**Signal wires on met4**

Bar = 50 µm.
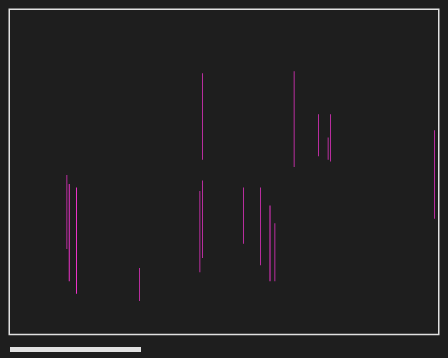
**The clock network**

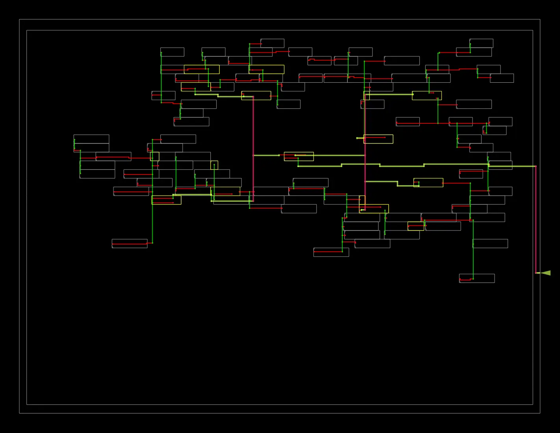
### src/rtl/muntjac_fpu_pkg.sv
// Shared FPU types: rounding modes, exception flags, value classes and
// the canonical NaN encoding used by every pack/convert unit.
package muntjac_fpu_pkg;

    typedef enum logic [2:0] {
        RNE = 3'b000,
        RTZ = 3'b001,
        RDN = 3'b010,
        RUP = 3'b011,
        RMM = 3'b100
    } rounding_mode_e;

    typedef struct packed {
        logic nv;
        logic dz;
        logic of;
        logic uf;
        logic nx;
    } fflags_t;

    typedef enum logic [1:0] {
        CLASS_FINITE,
        CLASS_ZERO,
        CLASS_INF,
        CLASS_NAN
    } value_class_e;

    localparam int MaxFloatWidth = 64;

    // Quiet NaN with positive sign and only the top fraction bit set,
    // right-aligned in a MaxFloatWidth vector.
    function automatic logic [MaxFloatWidth-1:0] canonical_nan(input int exp_width,
                                                               input int sig_width);
        logic [MaxFloatWidth-1:0] exp_ones;
        logic [MaxFloatWidth-1:0] quiet_bit;
        exp_ones  = ((MaxFloatWidth'(1) << exp_width) - MaxFloatWidth'(1)) << sig_width;
        quiet_bit = MaxFloatWidth'(1) << (sig_width - 1);
        return exp_ones | quiet_bit;
    endfunction

endpackage

### src/rtl/muntjac_fpu_right_shift.sv
// Logical right shift that also reports whether any set bit fell off the
// bottom; shifts of DataWidth or more clear the data and gather everything.
module muntjac_fpu_right_shift #(
    parameter int DataWidth  = 8,
    parameter int ShiftWidth = 4
) (
    input  logic [DataWidth-1:0]  data_i,
    input  logic [ShiftWidth-1:0] shift_i,
    output logic [DataWidth-1:0]  data_o,
    output logic                  sticky_o
);

    logic [DataWidth-1:0] lost_mask;

    assign lost_mask = ~({DataWidth{1'b1}} << shift_i);
    assign data_o    = data_i >> shift_i;
    assign sticky_o  = |(data_i & lost_mask);

endmodule

### src/rtl/muntjac_fpu_round_increment.sv
// Rounding decision shared by float packing and int conversion: whether to
// add one ulp, and whether the discarded bits make the result inexact.
module muntjac_fpu_round_increment import muntjac_fpu_pkg::*; (
    input  rounding_mode_e rounding_mode_i,
    input  logic           sign_i,
    input  logic           lsb_i,
    input  logic           guard_i,
    input  logic           sticky_i,
    output logic           increment_o,
    output logic           inexact_o
);

    assign inexact_o = guard_i | sticky_i;

    always_comb begin
        // NOTE: every output of a combinational block gets a default before
        // any branch, so no path can leave it unassigned and infer a latch.
        increment_o = 1'b0;
        case (rounding_mode_i)
            RTZ:     increment_o = 1'b0;
            RDN:     increment_o = sign_i & (guard_i | sticky_i);
            RUP:     increment_o = ~sign_i & (guard_i | sticky_i);
            RMM:     increment_o = guard_i;
            default: increment_o = guard_i & (sticky_i | lsb_i);
        endcase
    end

endmodule

### src/rtl/muntjac_fpu_round_pack.sv
// Two-stage round-and-pack: aligns the unrounded internal result (stage 1),
// then rounds, detects overflow/underflow and packs IEEE-754 bits (stage 2).
module muntjac_fpu_round_pack import muntjac_fpu_pkg::*; #(
    parameter int  ExpWidth   = 8,
    parameter int  SigWidth   = 23,
    parameter int  InExpWidth = 10,
    localparam int InSigWidth = SigWidth + 2
) (
    input  logic                         clk_i,
    input  logic                         rst_ni,
    input  logic                         in_valid_i,
    output logic                         in_ready_o,
    input  rounding_mode_e               rounding_mode_i,
    input  logic                         in_sign_i,
    input  logic signed [InExpWidth-1:0] in_exponent_i,
    input  logic [InSigWidth-1:0]        in_significand_i,
    input  logic                         in_is_zero_i,
    input  logic                         in_is_inf_i,
    input  logic                         in_is_nan_i,
    input  logic                         in_invalid_i,
    input  logic                         in_div_by_zero_i,
    output logic                         out_valid_o,
    input  logic                         out_ready_i,
    output logic [ExpWidth+SigWidth:0]   out_data_o,
    output logic [4:0]                   out_flags_o
);

    localparam int DataWidth   = ExpWidth + SigWidth + 1;
    localparam int MagWidth    = ExpWidth + SigWidth;
    localparam int BiasedWidth = InExpWidth + 1;
    localparam int Bias        = 2 ** (ExpWidth - 1) - 1;
    localparam int ExpMax      = 2 ** ExpWidth - 1;
    localparam int AlignWidth  = SigWidth + 3;
    localparam int ShiftMax    = SigWidth + 3;
    localparam int ShiftWidth  = $clog2(ShiftMax + 1);

    localparam logic signed [BiasedWidth-1:0] BiasedZero     = '0;
    localparam logic signed [BiasedWidth-1:0] BiasedOne      = BiasedWidth'(1);
    localparam logic signed [BiasedWidth-1:0] BiasedBias     = BiasedWidth'(Bias);
    localparam logic signed [BiasedWidth-1:0] BiasedOverflow = BiasedWidth'(ExpMax);
    localparam logic signed [BiasedWidth-1:0] BiasedShiftMax = BiasedWidth'(ShiftMax);
    localparam logic [DataWidth-1:0]          CanonicalNan   =
        DataWidth'(canonical_nan(ExpWidth, SigWidth));

    typedef struct packed {
        logic                sign;
        rounding_mode_e      rm;
        logic [ExpWidth-1:0] exp;
        logic [SigWidth-1:0] frac;
        logic                lsb;
        logic                guard;
        logic                sticky;
        logic                tiny;
        logic                ovf;
        value_class_e        cls;
        logic                nv;
        logic                dz;
    } align_t;

    // ---------------------------------------------------------------- handshake
    logic s1_valid;
    logic s2_valid;
    logic advance2;

    assign advance2    = !s2_valid || out_ready_i;
    assign in_ready_o  = !s1_valid || advance2;
    assign out_valid_o = s2_valid;

    // ---------------------------------------------------------------- stage 1
    logic signed [BiasedWidth-1:0] biased;
    logic signed [BiasedWidth-1:0] shift_full;
    logic [ShiftWidth-1:0]         shift_amt;
    logic                          subnormal;
    logic [AlignWidth-1:0]         aligned;
    logic                          shift_sticky;
    logic                          unused_align_msb;
    logic                          frac_all_ones;
    logic                          full_inc;
    logic                          unused_full_nx;
    align_t                        s1_d;
    align_t                        s1_q;

    assign biased     = $signed({in_exponent_i[InExpWidth-1], in_exponent_i}) + BiasedBias;
    assign shift_full = BiasedOne - biased;
    assign subnormal  = biased <= BiasedZero;
    assign shift_amt  = !subnormal                   ? '0 :
                        (shift_full > BiasedShiftMax) ? ShiftWidth'(ShiftMax) :
                                                        shift_full[ShiftWidth-1:0];

    muntjac_fpu_right_shift #(
        .DataWidth  (AlignWidth),
        .ShiftWidth (ShiftWidth)
    ) u_denorm_shift (
        .data_i   ({1'b1, in_significand_i}),
        .shift_i  (shift_amt),
        .data_o   (aligned),
        .sticky_o (shift_sticky)
    );

    // A shift of at least one always clears the top bit.
    assign unused_align_msb = aligned[AlignWidth-1];

    // Tininess after rounding: at biased == 0 the value is tiny unless
    // rounding 1.frac at full normal precision would carry into 2^emin.
    assign frac_all_ones = &in_significand_i[InSigWidth-1:2];

    muntjac_fpu_round_increment u_tiny_round (
        .rounding_mode_i (rounding_mode_i),
        .sign_i          (in_sign_i),
        .lsb_i           (in_significand_i[2]),
        .guard_i         (in_significand_i[1]),
        .sticky_i        (in_significand_i[0]),
        .increment_o     (full_inc),
        .inexact_o       (unused_full_nx)
    );

    always_comb begin
        s1_d      = '0;
        s1_d.sign = in_sign_i;
        s1_d.rm   = rounding_mode_i;
        s1_d.nv   = in_invalid_i;
        s1_d.dz   = in_div_by_zero_i;
        s1_d.ovf  = biased >= BiasedOverflow;
        s1_d.tiny = (biased < BiasedZero) ||
                    ((biased == BiasedZero) && !(frac_all_ones && full_inc));

        if (in_is_nan_i)       s1_d.cls = CLASS_NAN;
        else if (in_is_inf_i)  s1_d.cls = CLASS_INF;
        else if (in_is_zero_i) s1_d.cls = CLASS_ZERO;
        else                   s1_d.cls = CLASS_FINITE;

        if (subnormal) begin
            s1_d.exp    = '0;
            s1_d.frac   = aligned[SigWidth+1:2];
            s1_d.lsb    = aligned[2];
            s1_d.guard  = aligned[1];
            s1_d.sticky = aligned[0] | shift_sticky;
        end else begin
            s1_d.exp    = biased[ExpWidth-1:0];
            s1_d.frac   = in_significand_i[InSigWidth-1:2];
            s1_d.lsb    = in_significand_i[2];
            s1_d.guard  = in_significand_i[1];
            s1_d.sticky = in_significand_i[0];
        end
    end

    // ---------------------------------------------------------------- stage 2
    logic                 round_inc;
    logic                 round_nx;
    logic                 overflow;
    logic                 overflow_to_inf;
    logic [MagWidth-1:0]  mag_rounded;
    logic [DataWidth-1:0] res_data;
    fflags_t              res_flags;
    logic [DataWidth-1:0] out_data_q;
    fflags_t              out_flags_q;

    muntjac_fpu_round_increment u_round (
        .rounding_mode_i (s1_q.rm),
        .sign_i          (s1_q.sign),
        .lsb_i           (s1_q.lsb),
        .guard_i         (s1_q.guard),
        .sticky_i        (s1_q.sticky),
        .increment_o     (round_inc),
        .inexact_o       (round_nx)
    );

    // Adding across the whole {exp, frac} field lets a fraction carry bump
    // the exponent, including subnormal -> smallest normal.
    assign mag_rounded = {s1_q.exp, s1_q.frac} + MagWidth'(round_inc);
    assign overflow    = s1_q.ovf || (&mag_rounded[MagWidth-1:SigWidth]);

    always_comb begin
        overflow_to_inf = 1'b1;
        case (s1_q.rm)
            RTZ:     overflow_to_inf = 1'b0;
            RDN:     overflow_to_inf = s1_q.sign;
            RUP:     overflow_to_inf = ~s1_q.sign;
            default: overflow_to_inf = 1'b1;
        endcase
    end

    always_comb begin
        res_data     = '0;
        res_flags    = '0;
        res_flags.nv = s1_q.nv;
        res_flags.dz = s1_q.dz;
        case (s1_q.cls)
            CLASS_NAN:  res_data = CanonicalNan;
            CLASS_INF:  res_data = {s1_q.sign, {ExpWidth{1'b1}}, {SigWidth{1'b0}}};
            CLASS_ZERO: res_data = {s1_q.sign, {MagWidth{1'b0}}};
            default: begin
                if (overflow) begin
                    res_flags.of = 1'b1;
                    res_flags.nx = 1'b1;
                    res_data     = overflow_to_inf
                        ? {s1_q.sign, {ExpWidth{1'b1}}, {SigWidth{1'b0}}}
                        : {s1_q.sign, {(ExpWidth-1){1'b1}}, 1'b0, {SigWidth{1'b1}}};
                end else begin
                    res_flags.nx = round_nx;
                    res_flags.uf = s1_q.tiny & round_nx;
                    res_data     = {s1_q.sign, mag_rounded};
                end
            end
        endcase
    end

    // ---------------------------------------------------------------- registers
    always_ff @(posedge clk_i) begin
        // NOTE: state uses non-blocking assignments so every register samples
        // the pre-edge values, independent of statement order.
        if (!rst_ni) begin
            s1_valid    <= 1'b0;
            s2_valid    <= 1'b0;
            out_data_q  <= '0;
            out_flags_q <= '0;
        end else begin
            if (in_ready_o) s1_valid <= in_valid_i;
            if (advance2)   s2_valid <= s1_valid;
            if (advance2 && s1_valid) begin
                out_data_q  <= res_data;
                out_flags_q <= res_flags;
            end
        end
    end

    // NOTE: stage-1 payload has no reset; it is only observed while s1_valid,
    // which is reset, so clearing it would cost reset fan-out for nothing.
    always_ff @(posedge clk_i) begin
        if (in_valid_i && in_ready_o) s1_q <= s1_d;
    end

    assign out_data_o  = out_data_q;
    assign out_flags_o = out_flags_q;

endmodule

### config.mk
export PLATFORM = sky130hd
export DESIGN_NAME = muntjac_fpu_round_pack
export DESIGN_NICKNAME = d
export VERILOG_FILES = /design/src/rtl/muntjac_fpu_pkg.sv /design/src/rtl/muntjac_fpu_right_shift.sv /design/src/rtl/muntjac_fpu_round_increment.sv /design/src/rtl/muntjac_fpu_round_pack.sv
export SDC_FILE = /design/constraint.sdc
export NUM_CORES = 1
export LEC_CHECK = 0
export ABC_AREA = 1
export CORE_ASPECT_RATIO = 0.75
export CORE_MARGIN = 2
export CORE_UTILIZATION = 35
export DETAILED_ROUTE_END_ITERATION = 10
export PLACE_DENSITY = 0.66
export REMOVE_ABC_BUFFERS = 1
export SLEW_MARGIN = 10
export SYNTH_ARGS = -nofsm -noshare
export SYNTH_HDL_FRONTEND = slang
export SYNTH_HIERARCHICAL = 1
export SYNTH_SLANG_ARGS = --single-unit
### constraint.sdc
create_clock -name clk_i -period 4.62 [get_ports clk_i]
set_input_delay 0.693 -clock clk_i [delete_from_list [all_inputs] [get_ports clk_i]]
set_output_delay 0.693 -clock clk_i [all_outputs]
set_load 0.1 [all_outputs]
==> results.yml <==
# flow metrics
setup_path:
  crit_type: "in2reg"
  ff2ff_path_depth: 19
  crit_path_frequent_cell: "nand2_1"
  startpoint: "in_exponent_i[0]"
  start_kind: "input pin"
  crit_path_top_delay_cell: "clkdlybuf4s50_1"
power:
  p_leak_nw: 3.65
  ir_worst_vdd_v: 0.000133
  intPower_mw: 1.56
  power_mw: 2.36
  power_switching_mw: 0.800
  power_frac_clock_pct: 32.7
yosys:
  syn_area_um2: 6620
  yosysWarnings: 6
sta:
  min_period_ns: 4.16
  fmaxAchievable_ghz: 0.241
  tightest_slew_ns: 1.05
  setup_slack_ns: 0.463
global_route:
  grt_pass1_vias: 6436
  grt_util_all_layers_pct: 21.0
routing:
  dr.pass1.iters: 5
  drtIter0Drc: 821
  routedWlPerCell_um: 15.2
  vias_per_cell: 5.14
placement:
  io_buffers: 86
  gp_congestion: 0.962
status:
  outcome: "completed"
worst_hold_path:
  hold_path.startpoint: "out_data_o[12]$_SDFFE_PN0P_"
  hp-class: "reg2reg"
floorplanning:
  ios: 87
layout:
  area_delta_synth_final_pct: 23.2
  final_cell_area_um2: 8160
clock_network:
  h-tree-depth: 3
  clkTransAtPathRegs_ns: 0.06
flow_run:
  drv_cap: 0
## Picture notes: 'signal wires on met4'
- main direction: vertical
- share of all routed wire: 2.0%
- nets with wire on the layer: 14
- wire length on this layer: 421 µm
wirelength, routed: 20800 µm
via count: 7022

## Picture notes: 'the clock network'
clock tree sinks: 82
clock group total power: 0.770 mW
Latency at later pin: 0.34 ns
seq_cells: 82

[through the flow]
step	utilization, %	TNS (ns)	hold WS, ns
global placement	42.3	0	0.456
finish	44.1	0	0.465
global route	44.1	0	0.487
floorplan	-	-34.57	0.469
CTS	44.1	0	0.466
detailed placement	42.3	0	0.457
[per-layer routing]
| metal | up-vias | wire (µm) | global-route usage, % |
|---|---|---|---|
| li1 | 3504 | - | - |
| met5 | - | 0 | 0 |
| met2 | 286 | 8720 | 32.8 |
| met1 | 3195 | 9930 | 29.9 |
| met3 | 37 | 1720 | 3.92 |
| met4 | 0 | 420 | 5.70 |
[worst max-delay path: cells and delay by family]
| family | cells | cell delay [ns] |
|---|---|---|
| buf+inv | 9 | 1.38 |
| simple gates | 18 | 1.88 |
| fa+ha+maj | 2 | 0.40 |
[registers in the layout (all words and copies together), names as in the netlist]
| register | flops |
|---|---|
| s1_q | 41 |
| out_data_o | 32 |
| out_flags_o | 5 |
| res_flags | 2 |
| out_valid_o | 1 |
| s1_valid | 1 |
[cell type report]
class	instances	share of cell area [%]
Clock inverter	5	0.936
Timing Repair Buffer	118	14.1
Sequential cell	82	25.4
Inverter	82	3.80
Multi-Input combinational cell	821	48.9
Tap cell	247	3.79
Clock buffer	11	3.02
[worst min path at each step]
| stage | depth (start not counted) | endpoint | slack [ns] |
|---|---|---|---|
| floorplan | 2 | out_flags_o[3]$_SDFFE_PN0P_ | 0.47 |
| global placement | 2 | out_data_o[17]$_SDFFE_PN0P_ | 0.46 |
| detailed placement | 2 | out_data_o[15]$_SDFFE_PN0P_ | 0.46 |
| CTS | 2 | out_data_o[15]$_SDFFE_PN0P_ | 0.47 |
| global route | 2 | out_data_o[17]$_SDFFE_PN0P_ | 0.49 |
| finish | 2 | out_data_o[12]$_SDFFE_PN0P_ | 0.47 |
[power groups by stage]
stage	Clock, mW	Sequential, mW	Combinational (mW)
global route	0.808	0.866	0.799
CTS	0.779	0.860	0.718
detailed placement	0	0.875	0.716
floorplan	0	0.941	0.382
global placement	0	0.874	0.719
finish	0.770	0.860	0.726
Power and IR drop assume default switching activity.
